Fig. 1: metal 2
Scale bar: 100 um.
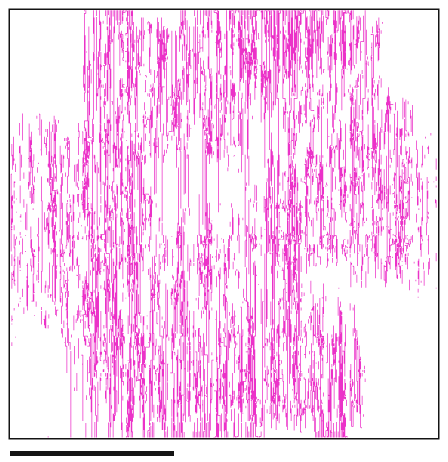
Fig. 2: I/O nets highlighted
Scale bar: 100 um.
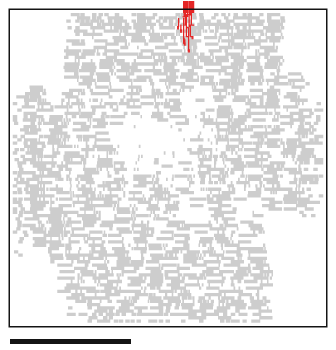
Fig. 3: placed standard cells
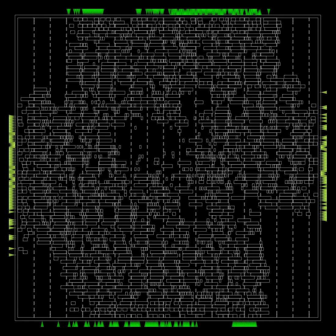
Fig. 4: metal layers overlaid
Only two layers are drawn.
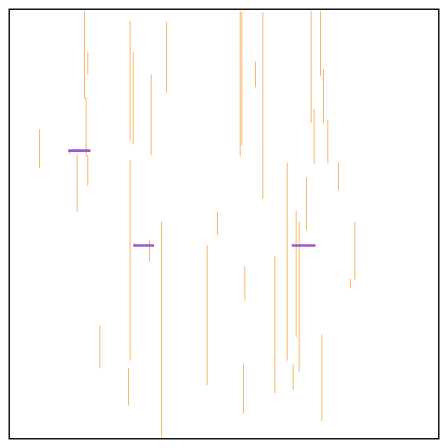
Fig. 5: where the registers sit
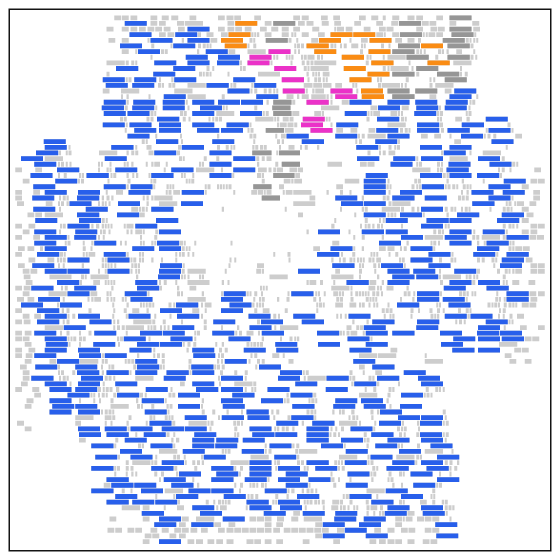
--- src/rtl/output_drain_pkg.sv ---
// Shared accelerator definitions: default datapath geometry and the drain FSM state type.
`default_nettype none

package output_drain_pkg;

  localparam int DEF_IO_DATA_WIDTH = 16;
  localparam int DEF_NB_LANES      = 16;

  typedef enum logic [0:0] {
    IDLE  = 1'b0,
    DRAIN = 1'b1
  } drain_state_e;

endpackage

`default_nettype wire

--- src/rtl/output_drain_buf.sv ---
// Two-entry ping-pong block buffer with lane-selectable read port and occupancy tracking.
`default_nettype none

module drain_buf
  import output_drain_pkg::*;
#(
  parameter int IO_DATA_WIDTH = DEF_IO_DATA_WIDTH,
  parameter int NB_LANES      = DEF_NB_LANES,
  parameter int X_W           = 10,
  parameter int Y_W           = 10,
  parameter int CH_W          = 6,
  parameter int LANE_W        = $clog2(NB_LANES)
) (
  input  logic                              clk,
  input  logic                              arst_n_in,
  input  logic                              wr_en,
  input  logic [NB_LANES*IO_DATA_WIDTH-1:0] wr_data,
  input  logic [X_W-1:0]                    wr_x,
  input  logic [Y_W-1:0]                    wr_y,
  input  logic [CH_W-1:0]                   wr_ch_base,
  input  logic                              rd_pop,
  input  logic [LANE_W-1:0]                 rd_lane,
  output logic [IO_DATA_WIDTH-1:0]          rd_value,
  output logic [X_W-1:0]                    rd_x,
  output logic [Y_W-1:0]                    rd_y,
  output logic [CH_W-1:0]                   rd_ch_base,
  output logic [1:0]                        count,
  output logic [1:0]                        count_next
);

  logic [NB_LANES*IO_DATA_WIDTH-1:0] mem_data [2];
  logic [X_W-1:0]                    mem_x    [2];
  logic [Y_W-1:0]                    mem_y    [2];
  logic [CH_W-1:0]                   mem_ch   [2];
  logic                              wr_ptr;
  logic                              rd_ptr;

  // Payload storage needs no reset: nothing is read out unless occupancy says it is valid.
  always_ff @(posedge clk) begin
    if (wr_en) begin
      mem_data[wr_ptr] <= wr_data;
      mem_x[wr_ptr]    <= wr_x;
      mem_y[wr_ptr]    <= wr_y;
      mem_ch[wr_ptr]   <= wr_ch_base;
    end
  end

  always_comb begin
    count_next = count;
    case ({wr_en, rd_pop})
      2'b10:   count_next = count + 2'd1;
      2'b01:   count_next = count - 2'd1;
      default: count_next = count;
    endcase
  end

  always_ff @(posedge clk or negedge arst_n_in) begin
    if (!arst_n_in) begin
      wr_ptr <= 1'b0;
      rd_ptr <= 1'b0;
      count  <= 2'd0;
    end else begin
      if (wr_en)  wr_ptr <= ~wr_ptr;
      if (rd_pop) rd_ptr <= ~rd_ptr;
      count <= count_next;
    end
  end

  assign rd_value   = mem_data[rd_ptr][rd_lane*IO_DATA_WIDTH +: IO_DATA_WIDTH];
  assign rd_x       = mem_x[rd_ptr];
  assign rd_y       = mem_y[rd_ptr];
  assign rd_ch_base = mem_ch[rd_ptr];

endmodule

`default_nettype wire

--- src/rtl/output_drain.sv ---
// Serializes parallel MAC result blocks into one value per handshake with per-value coordinates.
`default_nettype none

module output_drain
  import output_drain_pkg::*;
#(
  parameter int IO_DATA_WIDTH      = DEF_IO_DATA_WIDTH,
  parameter int NB_LANES           = DEF_NB_LANES,
  parameter int FEATURE_MAP_WIDTH  = 1024,
  parameter int FEATURE_MAP_HEIGHT = 1024,
  parameter int OUTPUT_NB_CHANNELS = 64
) (
  input  logic                                    clk,
  input  logic                                    arst_n_in,
  input  logic                                    load_valid,
  output logic                                    load_ready,
  input  logic [NB_LANES*IO_DATA_WIDTH-1:0]       load_data,
  input  logic [$clog2(FEATURE_MAP_WIDTH)-1:0]    load_x,
  input  logic [$clog2(FEATURE_MAP_HEIGHT)-1:0]   load_y,
  input  logic [$clog2(OUTPUT_NB_CHANNELS)-1:0]   load_ch_base,
  output logic signed [IO_DATA_WIDTH-1:0]         out,
  output logic                                    output_valid,
  input  logic                                    output_ready,
  output logic [$clog2(FEATURE_MAP_WIDTH)-1:0]    output_x,
  output logic [$clog2(FEATURE_MAP_HEIGHT)-1:0]   output_y,
  output logic [$clog2(OUTPUT_NB_CHANNELS)-1:0]   output_ch,
  output logic                                    busy
);

  localparam int X_W    = $clog2(FEATURE_MAP_WIDTH);
  localparam int Y_W    = $clog2(FEATURE_MAP_HEIGHT);
  localparam int CH_W   = $clog2(OUTPUT_NB_CHANNELS);
  localparam int LANE_W = $clog2(NB_LANES);

  drain_state_e              state;
  drain_state_e              state_next;
  logic [LANE_W-1:0]         lane;
  logic                      ready_reg;
  logic [1:0]                count;
  logic [1:0]                count_next;
  logic                      load_fire;
  logic                      beat_fire;
  logic                      last_lane;
  logic                      pop;
  logic [IO_DATA_WIDTH-1:0]  rd_value;
  logic [X_W-1:0]            rd_x;
  logic [Y_W-1:0]            rd_y;
  logic [CH_W-1:0]           rd_ch_base;

  assign load_fire = load_valid & ready_reg;
  assign beat_fire = output_valid & output_ready;
  assign last_lane = (lane == LANE_W'(NB_LANES - 1));
  assign pop       = beat_fire & last_lane;

  drain_buf #(
    .IO_DATA_WIDTH (IO_DATA_WIDTH),
    .NB_LANES      (NB_LANES),
    .X_W           (X_W),
    .Y_W           (Y_W),
    .CH_W          (CH_W),
    .LANE_W        (LANE_W)
  ) u_buf (
    .clk        (clk),
    .arst_n_in  (arst_n_in),
    .wr_en      (load_fire),
    .wr_data    (load_data),
    .wr_x       (load_x),
    .wr_y       (load_y),
    .wr_ch_base (load_ch_base),
    .rd_pop     (pop),
    .rd_lane    (lane),
    .rd_value   (rd_value),
    .rd_x       (rd_x),
    .rd_y       (rd_y),
    .rd_ch_base (rd_ch_base),
    .count      (count),
    .count_next (count_next)
  );

  always_comb begin
    state_next = state;
    case (state)
      IDLE:    if (count_next != 2'd0) state_next = DRAIN;
      DRAIN:   if (pop && count_next == 2'd0) state_next = IDLE;
      default: state_next = IDLE;
    endcase
  end

  // ready_reg resets low so load_ready stays low for the whole reset pulse.
  always_ff @(posedge clk or negedge arst_n_in) begin
    if (!arst_n_in) begin
      state     <= IDLE;
      lane      <= '0;
      ready_reg <= 1'b0;
    end else begin
      state     <= state_next;
      ready_reg <= (count_next != 2'd2);
      if (beat_fire) lane <= last_lane ? '0 : lane + 1'b1;
    end
  end

  assign output_valid = (state == DRAIN);
  assign load_ready   = ready_reg;
  assign busy         = (count != 2'd0);

  // Gating keeps the outputs at zero whenever no beat is presented, including during reset.
  assign out       = output_valid ? rd_value : '0;
  assign output_x  = output_valid ? rd_x : '0;
  assign output_y  = output_valid ? rd_y : '0;
  assign output_ch = output_valid ? (rd_ch_base + CH_W'(lane)) : '0;

endmodule

`default_nettype wire

--- config.mk ---
export PLATFORM = sky130hd
export DESIGN_NAME = output_drain
export DESIGN_NICKNAME = d
export VERILOG_FILES = /design/src/rtl/output_drain_pkg.sv /design/src/rtl/output_drain_buf.sv /design/src/rtl/output_drain.sv
export SDC_FILE = /design/constraint.sdc
export NUM_CORES = 1
export LEC_CHECK = 0
export ABC_AREA = 1
export ABC_CLOCK_PERIOD_IN_PS = 13900
export CAP_MARGIN = 20
export CORE_MARGIN = 2
export CORE_UTILIZATION = 35
export DETAILED_ROUTE_END_ITERATION = 8
export PLACE_DENSITY = 0.56
export SLEW_MARGIN = 5
export SYNTH_ARGS = -nofsm -noshare
export SYNTH_HDL_FRONTEND = slang
export SYNTH_SLANG_ARGS = --single-unit
--- constraint.sdc ---
create_clock -name clk -period 13.9 [get_ports clk]
set_input_delay 2.78 -clock clk [delete_from_list [all_inputs] [get_ports clk]]
set_output_delay 2.78 -clock clk [all_outputs]
set_load 0.01 [all_outputs]
==> job_summary.md <==
### Metrics collected by this job

| Metric | Value |
|---|---|
| Fin cells | 3167 |
| DP Area | 27100 um^2 |
| H-tree levels | 3 |
| Clock transition at the registers of the reported paths | 0.06 ns |
| Main flop type | edfxtp_1 |
| Count of library flops with an enable pin | 564 |
| Antenna viol nets, final | 0 |
| Grt ovf | 0 |
| Drt drc | 0 |
| N_diodes | 6 |
| Combinational Power Share | 33.2% |
| Worst hold path cell count | 1 |
| Top class by area | registers |
| Clock Skew | 0.0314 ns |
| Vias | 15591 |
| Clk ins delay skew pair | 0.61 ns |
| Rel. slew slack | 31.0% |
| Non-clk bufs | 349 |
| Chip width | 261 um |
| Clock power share | 27.2% |
| R2r worst-path depth | 4 |
| Area Growth Syn to Fin | 26.7% |
| Worst R2R End | u_buf.mem_data[1][66]$_DFFE_PP_ |
| Static Leak | 10.7 nW |
| Final Hold Vio Count | 0 |
| WL/cell | 21.3 um |
| Yosys top cell by area | edfxtp_1 |
| CP Capture Type | output pin |
| Simple Share, Synth | 20.7% |
| Logic area | 5330 um^2 |
| Fin crit share | 55.1% |
| Max_cap viols | 0 |
| Port bufs | 330 |
| CTS tree | built |
| CP top delay family | buffers and inverters |
| RePlAce Congestion | 0.803 |
| Initial DRC Count | 1273 |
| CTS Root Cell | clkbuf_16 |
| Setup TNS | 0 ns |
| Warnings, synthesis | 0 |
| Multi-input gates | 1247 |
| Worst Hold Endpoint | u_buf.count[1]$_DFF_PN0_ |
| Post-CTS Setup Bufs | 0 |
| Most frequent cells in the layout | nand2_1 (657), edfxtp_1 (564), nand3_1 (348), clkdlybuf4s50_1 (330), nor2_1 (147) |
| Synth Seq Share | 74.5% |
| Hold Path Origin | u_buf.count[1]$_DFF_PN0_ |
| VDD IR max | 0.113 mV |
| Data buffer area share | 11.9% |
| Min Hold Slack | 0.516 ns |
| Die Ht | 261 um |
| Main power group | sequential cells |
| Ys flops | 574 |
| Initial antenna violation count | 13 |
| Clock Path Buffers | 3 |
| Combinational share of cell area | 18.2% |
| Tapcells | 864 |
| Slew Limit Fails | 0 |
| FP Core Util | 35.2% |
| Pwr/cell area | 213 nW/um^2 |
| Area of the mapped netlist | 23100 um^2 |
| M1 WL | 27800 um |
| Synth mux share | 0% |
| CP startpoint | u_buf.rd_ptr$_DFFE_PN0P_ |
| Final nets | 2543 |
| Synth Net Count | 2245 |
| Chip Area, Yosys | 23100 um^2 |
| CP Depth | 12 |
| Invs w/o clock | 12 |
| Adder Area Share | 0.412% |
| Part of the power in registers | 39.6% |
| Met1 GRT Util | 25.9% |
| Top cells by area | edfxtp_1 (73%), nand2_1 (11%), nand3_1 (7.5%) |
| Top-area cell share | 73.4% |
| ClkCell Share | 7.16% |
| Post-placement cell count | 3046 |
| CP peak stage delay | 1.08 ns |
| CP startpoint kind | flip-flop |
| Yosys Instances | 1952 |
| Post-Syn Instances | 1952 |
| Arr. time, crit path | 4.88 ns |
| Met3 usage | 4.01% |
| Buf/Inv on CP | 3 |
| Routed wl met2 | 32900 um |
| Uppermost layer routed | met5 |
| Max reg flops | 512 |
| Global Route Usage Sum | 19.6% |
| CP required | 11.12 ns |
| Most frequent cell after synthesis | nand2_1 |
| Pre-antenna DRT Iters | 7 |
| Grt met2 use | 32.2% |
| Flop share of the area | 58.8% |
| Tot Pwr | 0.00622 W |
| Dominant combinational family | simple AND/OR/NAND/NOR gates |
| Crit path cell chain | inv_8 -> buf_4 -> nand2_1 -> nand2_1 -> ha_1 -> fa_1 -> nand2_1 -> nand2_1 -> a21oi_1 -> o21ai_0 -> a21oi_1 -> clkdlybuf4s50_1 |
| Most used cell, CP | nand2_1 |
| Dpl hpwl | 42600 um |
| Clock-net power | 0.00169 W |
| Biggest regs | u_buf.mem_data (512), u_buf.mem_x (20), u_buf.mem_y (20) |
| Biggest register | u_buf.mem_data |
| Comb power | 0.00206 W |
| R2R Setup Slk | 11.12 ns |
| Post-route worst setup slack | 6.24 ns |
| RSZ-0062 raised after global routing | false |
| Xor+xnor area frac | 0.190% |
| CTS Hold Buffers Added | 0 |
| OpenROAD warning count | 36 |
| Most used routing layer | met2 |
| Metal3 WL | 4820 um |
| FP Rows | 94 |
| Syn avg cell area | 11.8 um^2 |
| RR Startpoint | load_ready$_DFF_PN0_ |
| # setup viols final | 0 |
| Resized cells post-CTS | 0 |
| Share of cells above drive strength 1 | 5.22% |
| Int Pwr | 0.00400 W |
| Total Wirelength | 67500 um |
| Commonest cells in the netlist | nand2_1 (657), edfxtp_1 (564), nand3_1 (348) |
| Aoi share | 1.72% |
| Top-level I/O count | 331 |
| Die ar. | 68000 um^2 |
| Share of synthesized registers carrying an async set or reset | 1.74% |
| Vias in the first global route | 15311 |
| Crit path capture | output_ch[4] |
| Dpl ws | 6.89 ns |
| Top cell excl fill/tap | nand2_1 |
| WS Path Type | reg2out |
| Largest net degree at the start of global routing | 161 |
| F_max | 130 MHz |
| Num CTS Buffers | 66 |
| Crit-path max FO | 120 |
| Global-route wire length before repair | 98000 um |
| NetSw | 0.00221 W |
| Worst Max-Slew Pin Slew | 1.04 ns |
| Outcome | completed |
| # clk buffers | 80 |
| Cell area after layout | 29200 um^2 |
Notes on Fig. 1 above:
share of all routed wire: 49%
nets with wire on the layer: 1957
main direction: vertical
longest straight run: 114 um

Notes on Fig. 2 above:
| port | color | bits | direction | edge | end cells | buffers | wire |
|---|---|---|---|---|---|---|---|
| `output_ch` | red | 6 | output | north | 6 | 6 | 154 um |

Notes on Fig. 3 above:
core area: 65500 um^2
fill cell count: 5950
Flops: 574

Notes on Fig. 4 above:
| layer | color | wire length |
|---|---|---|
| metal 5 | purple | 35.9 um |
| metal 4 | orange | 1890 um |

Notes on Fig. 5 above:
| signal | color | sequential cells |
|---|---|---|
| `u_buf.mem_ch` | magenta | 12 |
| `u_buf.mem_data` | blue | 512 |
| `u_buf.mem_x` | orange | 20 |
not colored: 30
Sequential Power: 0.00246 W
Flop area: 17200 um^2
final core utilization: 44.6%

Power figures rest on the tool's default switching activity, not on a simulated workload.
